<file path="src/rtl/ram_master.sv">
// ram_master: clears a single-port synchronous RAM after reset, then serves
// single-word write and read requests with a fixed 2-cycle read latency.
module ram_master #(
    parameter int unsigned DATA_WIDTH = 8,
    parameter int unsigned ADDR_WIDTH = 7,
    parameter int unsigned MEM_DEPTH  = 128
) (
    input  logic                  clk,
    input  logic                  rst_n,
    input  logic                  clear_start,
    input  logic                  req_valid,
    output logic                  req_ready,
    input  logic                  req_we,
    input  logic [ADDR_WIDTH-1:0] req_addr,
    input  logic [DATA_WIDTH-1:0] req_wdata,
    output logic                  rsp_valid,
    output logic [DATA_WIDTH-1:0] rsp_rdata,
    output logic                  rsp_err,
    output logic                  busy,
    output logic                  mem_we,
    output logic [ADDR_WIDTH-1:0] mem_addr,
    output logic [DATA_WIDTH-1:0] mem_din,
    input  logic [DATA_WIDTH-1:0] mem_dout
);

    typedef enum logic [1:0] {
        CLEAR    = 2'd0,
        IDLE     = 2'd1,
        RD_WAIT1 = 2'd2,
        RD_WAIT2 = 2'd3
    } state_t;

    state_t                  state, state_next;
    logic [ADDR_WIDTH-1:0]   clr_cnt, clr_cnt_next;
    logic                    rd_oor, rd_oor_next;
    logic                    mem_we_next;
    logic [ADDR_WIDTH-1:0]   mem_addr_next;
    logic [DATA_WIDTH-1:0]   mem_din_next;
    logic                    rsp_valid_next;
    logic [DATA_WIDTH-1:0]   rsp_rdata_next;
    logic                    rsp_err_next;
    logic                    req_oor_c;

    // Request address beyond the implemented words
    assign req_oor_c = (32'(req_addr) >= MEM_DEPTH);

    // Handshake and status decoded straight from state
    assign req_ready = (state == IDLE) && !clear_start;
    assign busy      = (state != IDLE);

    // State, clear counter and all registered outputs
    always_ff @(posedge clk or negedge rst_n) begin
        if (!rst_n) begin
            state     <= CLEAR;
            clr_cnt   <= '0;
            rd_oor    <= 1'b0;
            mem_we    <= 1'b0;
            mem_addr  <= '0;
            mem_din   <= '0;
            rsp_valid <= 1'b0;
            rsp_rdata <= '0;
            rsp_err   <= 1'b0;
        end else begin
            state     <= state_next;
            clr_cnt   <= clr_cnt_next;
            rd_oor    <= rd_oor_next;
            mem_we    <= mem_we_next;
            mem_addr  <= mem_addr_next;
            mem_din   <= mem_din_next;
            rsp_valid <= rsp_valid_next;
            rsp_rdata <= rsp_rdata_next;
            rsp_err   <= rsp_err_next;
        end
    end

    // Next-state and next-output decode
    always_comb begin
        state_next     = state;
        clr_cnt_next   = clr_cnt;
        rd_oor_next    = rd_oor;
        mem_we_next    = 1'b0;
        mem_addr_next  = mem_addr;
        mem_din_next   = mem_din;
        rsp_valid_next = 1'b0;
        rsp_rdata_next = rsp_rdata;
        rsp_err_next   = 1'b0;

        case (state)
            CLEAR: begin
                mem_we_next   = 1'b1;
                mem_addr_next = clr_cnt;
                mem_din_next  = '0;
                clr_cnt_next  = clr_cnt + ADDR_WIDTH'(1);
                if (32'(clr_cnt) == MEM_DEPTH - 1) begin
                    state_next = IDLE;
                end
            end
            IDLE: begin
                if (clear_start) begin
                    clr_cnt_next = '0;
                    state_next   = CLEAR;
                end else if (req_valid) begin
                    mem_addr_next = req_addr;
                    if (req_we) begin
                        mem_din_next = req_wdata;
                        mem_we_next  = !req_oor_c;
                        rsp_err_next = req_oor_c;
                    end else begin
                        rd_oor_next = req_oor_c;
                        state_next  = RD_WAIT1;
                    end
                end
            end
            RD_WAIT1: begin
                state_next = RD_WAIT2;
            end
            RD_WAIT2: begin
                rsp_valid_next = 1'b1;
                rsp_err_next   = rd_oor;
                rsp_rdata_next = rd_oor ? '0 : mem_dout;
                state_next     = IDLE;
            end
            default: begin
                state_next = CLEAR;
            end
        endcase
    end

endmodule

</file>
<file path="config.mk">
export PLATFORM = sky130hd
export DESIGN_NAME = ram_master
export DESIGN_NICKNAME = d
export VERILOG_FILES = /design/src/rtl/ram_master.sv
export SDC_FILE = /design/constraint.sdc
export NUM_CORES = 1
export LEC_CHECK = 0
export CELL_PAD_IN_SITES_DETAIL_PLACEMENT = 1
export CELL_PAD_IN_SITES_GLOBAL_PLACEMENT = 2
export CORE_MARGIN = 3
export CORE_UTILIZATION = 30
export DETAILED_ROUTE_END_ITERATION = 8
export GPL_TIMING_DRIVEN = 1
export PLACE_DENSITY = 0.92
export SYNTH_ARGS = -nofsm -noshare
export SYNTH_HDL_FRONTEND = slang
export SYNTH_SLANG_ARGS = --single-unit
</file>
<file path="constraint.sdc">
create_clock -name clk -period 3.42 [get_ports clk]
set_input_delay 0.684 -clock clk [delete_from_list [all_inputs] [get_ports clk]]
set_output_delay 0.684 -clock clk [all_outputs]
set_load 0.02 [all_outputs]
</file>
run_1/pinout.png
Scale: 6 px per um. Pins as bars across the die edge, other pins in grey.
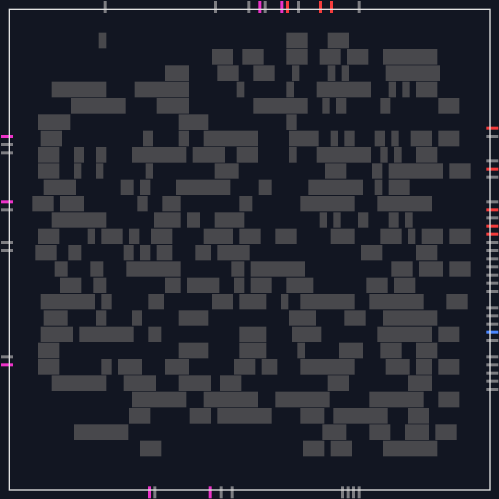
[`rsp_valid`] blue | pins: 1 | direction: output | edge: right
[`mem_addr`] magenta | pins: 7 | direction: output | edge: 3 left, 2 top, 2 bottom
[`req_wdata`] red | pins: 8 | direction: input | edge: 5 right, 3 top
all pins by edge: 27 right, 11 top, 9 left, 9 bottom

run_1/placed.png
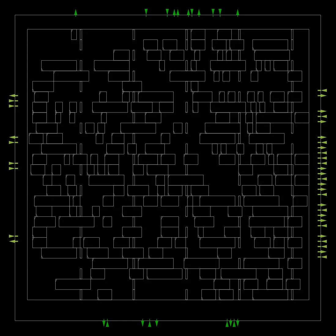
standard-cell rows: 26
Cell Count, Final, Fillers Out: 264
Final Util: 44.6%
floorplan core area: 5200 um^2

==> Flow_metrics.wiki, run 1 <==
== Implementation results ==
{| class="wikitable"
! Metric !! Value
|-
| Status || finished clean
|-
| Area share of the largest cell type after synthesis || 51.9%
|-
| Critical Path Slowest Stage Cell || clkdlybuf4s50_1
|-
| Wire length on met2 || 1.84 mm
|-
| #MultiIn Comb || 92
|-
| Flop Count || 34
|-
| Wire length on met1 || 1.79 mm
|-
| Number of standard cells reported by yosys || 137
|-
| Final HPWL from detailed placement || 2.90 mm
|-
| Crit path max-delay family || buffers and inverters
|-
| Number of remaining DRC errors || 0
|-
| Post-synthesis compound-gate area fraction || 5.73%
|-
| Combined flip-flop and latch cell area || 851 um^2
|-
| Met2 capacity usage during global routing || 22.5%
|-
| Overall die width || 79.9 um
|-
| Startpoint types || flop
|-
| Number of antenna violations at the first check in global routing || 0
|-
| First-pass GRT wire length || 6.78 mm
|-
| Unrepaired setup endpoints after global routing || no
|-
| Setup slack on the worst flop-to-flop path || 1.40 ns
|-
| Setup slack after layout || 0.712 ns
|-
| Required arrival time at the worst endpoint || 2.74 ns
|-
| Clock Tree Root || clkbuf_8
|-
| Global placement routability congestion || 0.738
|-
| Tally of OpenROAD warnings || 30
|-
| Critical path origin || state[1]$_DFFE_PN0P_
|-
| Clock buffer count from CTS || 5
|-
| Internal power || 0.00124 W
|-
| Clock tree cell share of total cell area || 3.93%
|-
| Class of the worst hold path || flop to flop
|-
| Instance count on the critical path || 5
|-
| Crit path DAT || 2.02 ns
|-
| Count leader, synth || dfrtp_1
|-
| Number of clock buffers in the layout || 7
|-
| Area fraction in mux cells || 18.5%
|-
| Global routing met1 resource utilization || 17.2%
|-
| Insertion delay of the later-clocked pin in the worst-skew pair || 0.28 ns
|-
| Total power density per cell area || 835 nW/um^2
|-
| Uppermost metal layer occupied by signal nets || met4
|-
| Buf/Inv on CP || 3
|-
| Switching power || 0.000705 W
|-
| Worst clock skew || 0.00456 ns
|-
| Highest-power group || combinational logic
|-
| Minimum period implied by the final worst setup slack || 2.71 ns
|-
| Fraction of the cycle the final worst path needs || 79.2%
|-
| Commonest Layout Cell || clkdlybuf4s50_1
|-
| Slowest Stage Delay on Critical Path || 0.63 ns
|-
| Fraction of the yosys area taken by sequential cells || 51.9%
|-
| Setup violation total in the final timing report || 0
|-
| Final Cell Area || 2320 um^2
|-
| Portion of total power attributed to combinational logic || 51.5%
|-
| Adder-Cell Fraction of Synth Area || 4.58%
|-
| Detail Route met3 WL || 204 um
|-
| Hold Crit Depth || 2
|-
| Worst setup path end || req_ready
|-
| Gr ovfl total || 0
|-
| Worst Hold Path EP || mem_din[6]$_DFFE_PN0P_
|-
| Flip-flops with a built-in enable || 0
|-
| Largest net degree at the start of global routing || 35
|-
| Synthesized net count || 171
|-
| Global Route Usage Sum || 13.4%
|-
| Post-CTS setup-driven buffer insertion count || 0
|-
| Leakage component of the power || 1.04 nW
|-
| Power share of the sequential group || 33.0%
|-
| Vias per std cell || 4.67
|-
| Number of H-tree branching levels || 2
|-
| Vertical extent of the die || 79.9 um
|-
| Area share of buffers outside the clock network || 23.9%
|-
| Vias in the first global route || 1352
|-
| Antenna diode count || 0
|-
| Tightest hold margin || 0.508 ns
|-
| R2R Path End || mem_addr[0]$_DFFE_PN0P_
|-
| Most instantiated logic cells after routing || clkdlybuf4s50_1, dfrtp_1, nand2_1
|-
| Gate Count Post-Synth || 137
|-
| Dominant kind of combinational cell || multiplexers
|-
| Flip-flop and latch share of the layout cell area || 36.6%
|-
| Placed standard-cell area || 2230 um^2
|-
| Count of different cell masters after synthesis || 33
|-
| Area reported by Yosys stat || 1640 um^2
|-
| Buffer count excluding the clock tree in the final layout || 56
|-
| Total power draw || 0.00194 W
|-
| DRC violation total after the first TritonRoute iteration || 26
|-
| Type of element capturing the critical path || output pin
|}
run_1/port_trees.png
Scale: 3 px per um.
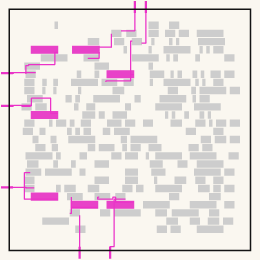
[`mem_addr`] magenta | bits: 7 | direction: output | edge: 3 left, 2 top, 2 bottom | end cells: 7 | buffers: 7 | wire: 206 um
number of port buffers: 54
I/O pin cnt: 56

run_1/m2.png
Scale: 6 px per um.
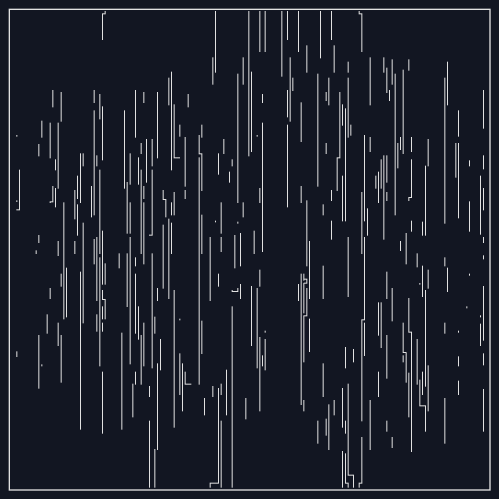

==> run 1 -> run 2 <==
- CORE_UTILIZATION: 30 -> 28
- PLACE_DENSITY: 0.92 -> 0.88
- clock period: 3.42 -> 2.6 ns (I/O delays scaled with it)
run_2/m2.png
Scale: 6 px per um.
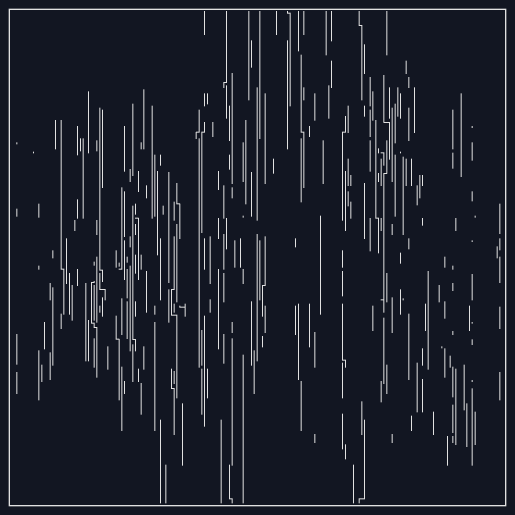
nets with wire on the layer: 197
share of all routed wire: 48%
main direction: vertical
met2 capacity usage during global routing: 20.9%
vias post-DR: 1239
wirelength, routed: 3.90 mm

==> run 2 against run 1 <==
  * Wire length rose by 0.59%
  * Critical path depth fell by 2
  * Hold slack got worse by 0.0060 ns
  * Power rose by 30%
  * Global-route usage fell by 0.83 points
  * Combinational power rose by 31%
  * Register-to-register slack got worse by 0.79 ns
  * First-iteration DRC count fell by 35%
  * Final cell count rose by 0.38%
  * Sequential share of layout area rose by 0.16 points
  * Critical endpoint unchanged
==> Flow_metrics.wiki, run 2 <==
== Implementation results ==
{| class="wikitable"
! Metric !! Value
|-
| Commonest Layout Cell || clkdlybuf4s50_1
|-
| Global routing met1 resource utilization || 15.1% (-2.1 points)
|-
| DRC violation total after the first TritonRoute iteration || 17 (-35%)
|-
| Global placement routability congestion || 0.774 (+4.9%)
|-
| I/O pin cnt || 56 (unchanged)
|-
| Detail Route met3 WL || 270 um (+32%)
|-
| Floorplan core area || 5570 um^2 (+7.1%)
|-
| Count leader, synth || dfrtp_1
|-
| Slowest Stage Delay on Critical Path || 0.63 ns (about the same)
|-
| Crit path DAT || 1.85 ns (-0.17 ns)
|-
| Switching power || 0.000929 W (+32%)
|-
| Global Route Usage Sum || 12.6% (-0.83 points)
|-
| Area share of buffers outside the clock network || 24.0% (+0.10 points)
|-
| Combined flip-flop and latch cell area || 851 um^2 (unchanged)
|-
| Portion of total power attributed to combinational logic || 52.0% (+0.5 points)
|-
| Number of port buffers || 54 (unchanged)
|-
| #MultiIn Comb || 92 (unchanged)
|-
| Crit path max-delay family || buffers and inverters
|-
| Final Cell Area || 2310 um^2 (-0.43%)
|-
| Largest net degree at the start of global routing || 35 (unchanged)
|-
| Most instantiated logic cells after routing || clkdlybuf4s50_1, dfrtp_1, nand2_1
|-
| Fraction of the yosys area taken by sequential cells || 51.9% (unchanged)
|-
| Adder-Cell Fraction of Synth Area || 4.58% (unchanged)
|-
| Setup slack on the worst flop-to-flop path || 0.61 ns (-0.79 ns)
|-
| Maximum resistive drop on vdd || 0.425 mV
|-
| Number of clock buffers in the layout || 5 (-2)
|-
| Placed standard-cell area || 2230 um^2 (+0.11%)
|-
| Fraction of the cycle the final worst path needs || 91.0%
|-
| Critical path origin || clear_start
|-
| Hold Crit Depth || 2 (unchanged)
|-
| Area fraction in mux cells || 18.5% (unchanged)
|-
| Buffer count excluding the clock tree in the final layout || 56 (unchanged)
|-
| Combinational gate area || 723 um^2
|-
| Clock Tree Root || clkbuf_8
|-
| Dominant kind of combinational cell || multiplexers
|-
| Vertical extent of the die || 82.5 um (+3.2%)
|-
| Area share of the largest cell type after synthesis || 51.9% (unchanged)
|-
| Vias in the first global route || 1268 (-6.2%)
|-
| Total power draw || 0.00252 W (+30%)
|-
| Flop Count || 34 (unchanged)
|-
| Wire length on met2 || 1.88 mm (+2.3%)
|-
| Synthesized net count || 171 (unchanged)
|-
| Cell Count, Final, Fillers Out || 265 (+0.38%)
|-
| Gate Count Post-Synth || 137 (unchanged)
|-
| Fraction of final layout cells sized beyond drive strength 1 || 17.1%
|-
| Class of the worst hold path || flop to flop
|-
| Final Util || 41.5% (-3.1 points)
|-
| Ranking of synthesized cells by area || dfrtp_1, mux2_2, mux2_4
|-
| Status || finished clean
|-
| Setup slack after layout || 0.234 ns (-0.478 ns)
|-
| Worst Hold Path EP || mem_din[1]$_DFFE_PN0P_
|-
| Leakage component of the power || 1.03 nW (-0.43%)
|-
| First-pass GRT wire length || 6.27 mm (-7.6%)
|-
| Number of antenna violations at the first check in global routing || 0 (unchanged)
|-
| Clock buffer count from CTS || 5 (unchanged)
|-
| Number of standard cells reported by yosys || 137 (unchanged)
|-
| Final HPWL from detailed placement || 2.86 mm (-1.6%)
|-
| Number of H-tree branching levels || 2 (unchanged)
|-
| Standard-cell rows || 27 (+3.8%)
|-
| Count of different cell masters after synthesis || 33 (unchanged)
|-
| Flip-flop and latch share of the layout cell area || 36.8% (+0.16 points)
|-
| Tightest hold margin || 0.502 ns (-0.00599 ns)
|-
| Area reported by Yosys stat || 1640 um^2 (unchanged)
|-
| Antenna diode count || 0 (unchanged)
|-
| Overall die width || 82.5 um (+3.2%)
|-
| Post-CTS setup-driven buffer insertion count || 0 (unchanged)
|-
| Buffers from clock root to sink, at most || 2
|-
| Critical Path Slowest Stage Cell || clkdlybuf4s50_1
|-
| Highest-power group || combinational logic
|-
| Startpoint types || input pin
|-
| Flip-flops with a built-in enable || 0 (unchanged)
|-
| Setup violation total in the final timing report || 0 (unchanged)
|-
| Type of element capturing the critical path || output pin
|-
| Power drawn by the combinational cells || 0.00131 W
|-
| Uppermost metal layer occupied by signal nets || met4
|-
| Worst clock skew || 0.00146 ns (-0.00311 ns)
|-
| Wire length on met1 || 1.73 mm (-3.3%)
|-
| Clock tree cell share of total cell area || 3.41% (-0.52 points)
|-
| Setup total negative slack || 0 ns
|-
| Tally of OpenROAD warnings || 30 (unchanged)
|-
| Unrepaired setup endpoints after global routing || no
|-
| Instance count on the critical path || 3 (-2)
|-
| Fill cell total of the finished layout || 619
|-
| Number of remaining DRC errors || 0 (unchanged)
|-
| Insertion delay of the later-clocked pin in the worst-skew pair || 0.28 ns (about the same)
|-
| R2R Path End || mem_addr[2]$_DFFE_PN0P_
|-
| Required arrival time at the worst endpoint || 2.08 ns (-0.66 ns)
|-
| Power share of the sequential group || 33.4% (+0.4 points)
|-
| Internal power || 0.00159 W (+29%)
|-
| Buf/Inv on CP || 2 (-1)
|-
| Post-synthesis compound-gate area fraction || 5.73% (unchanged)
|-
| Minimum period implied by the final worst setup slack || 2.37 ns
|-
| Worst setup path end || req_ready
|-
| Gr ovfl total || 0 (unchanged)
|-
| Vias per std cell || 4.68 (+0.19%)
|-
| Total power density per cell area || 1090 nW/um^2 (+30%)
|}
run_2/layers.png
Scale: 3 px per um. Two of the layers only.
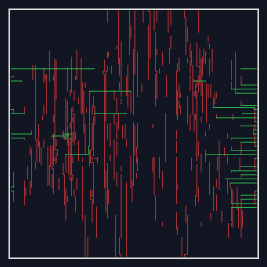
[M3] green | wire length: 271 um
[M2] red | wire length: 1880 um

Power figures rest on the tool's default switching activity, not on a simulated workload.
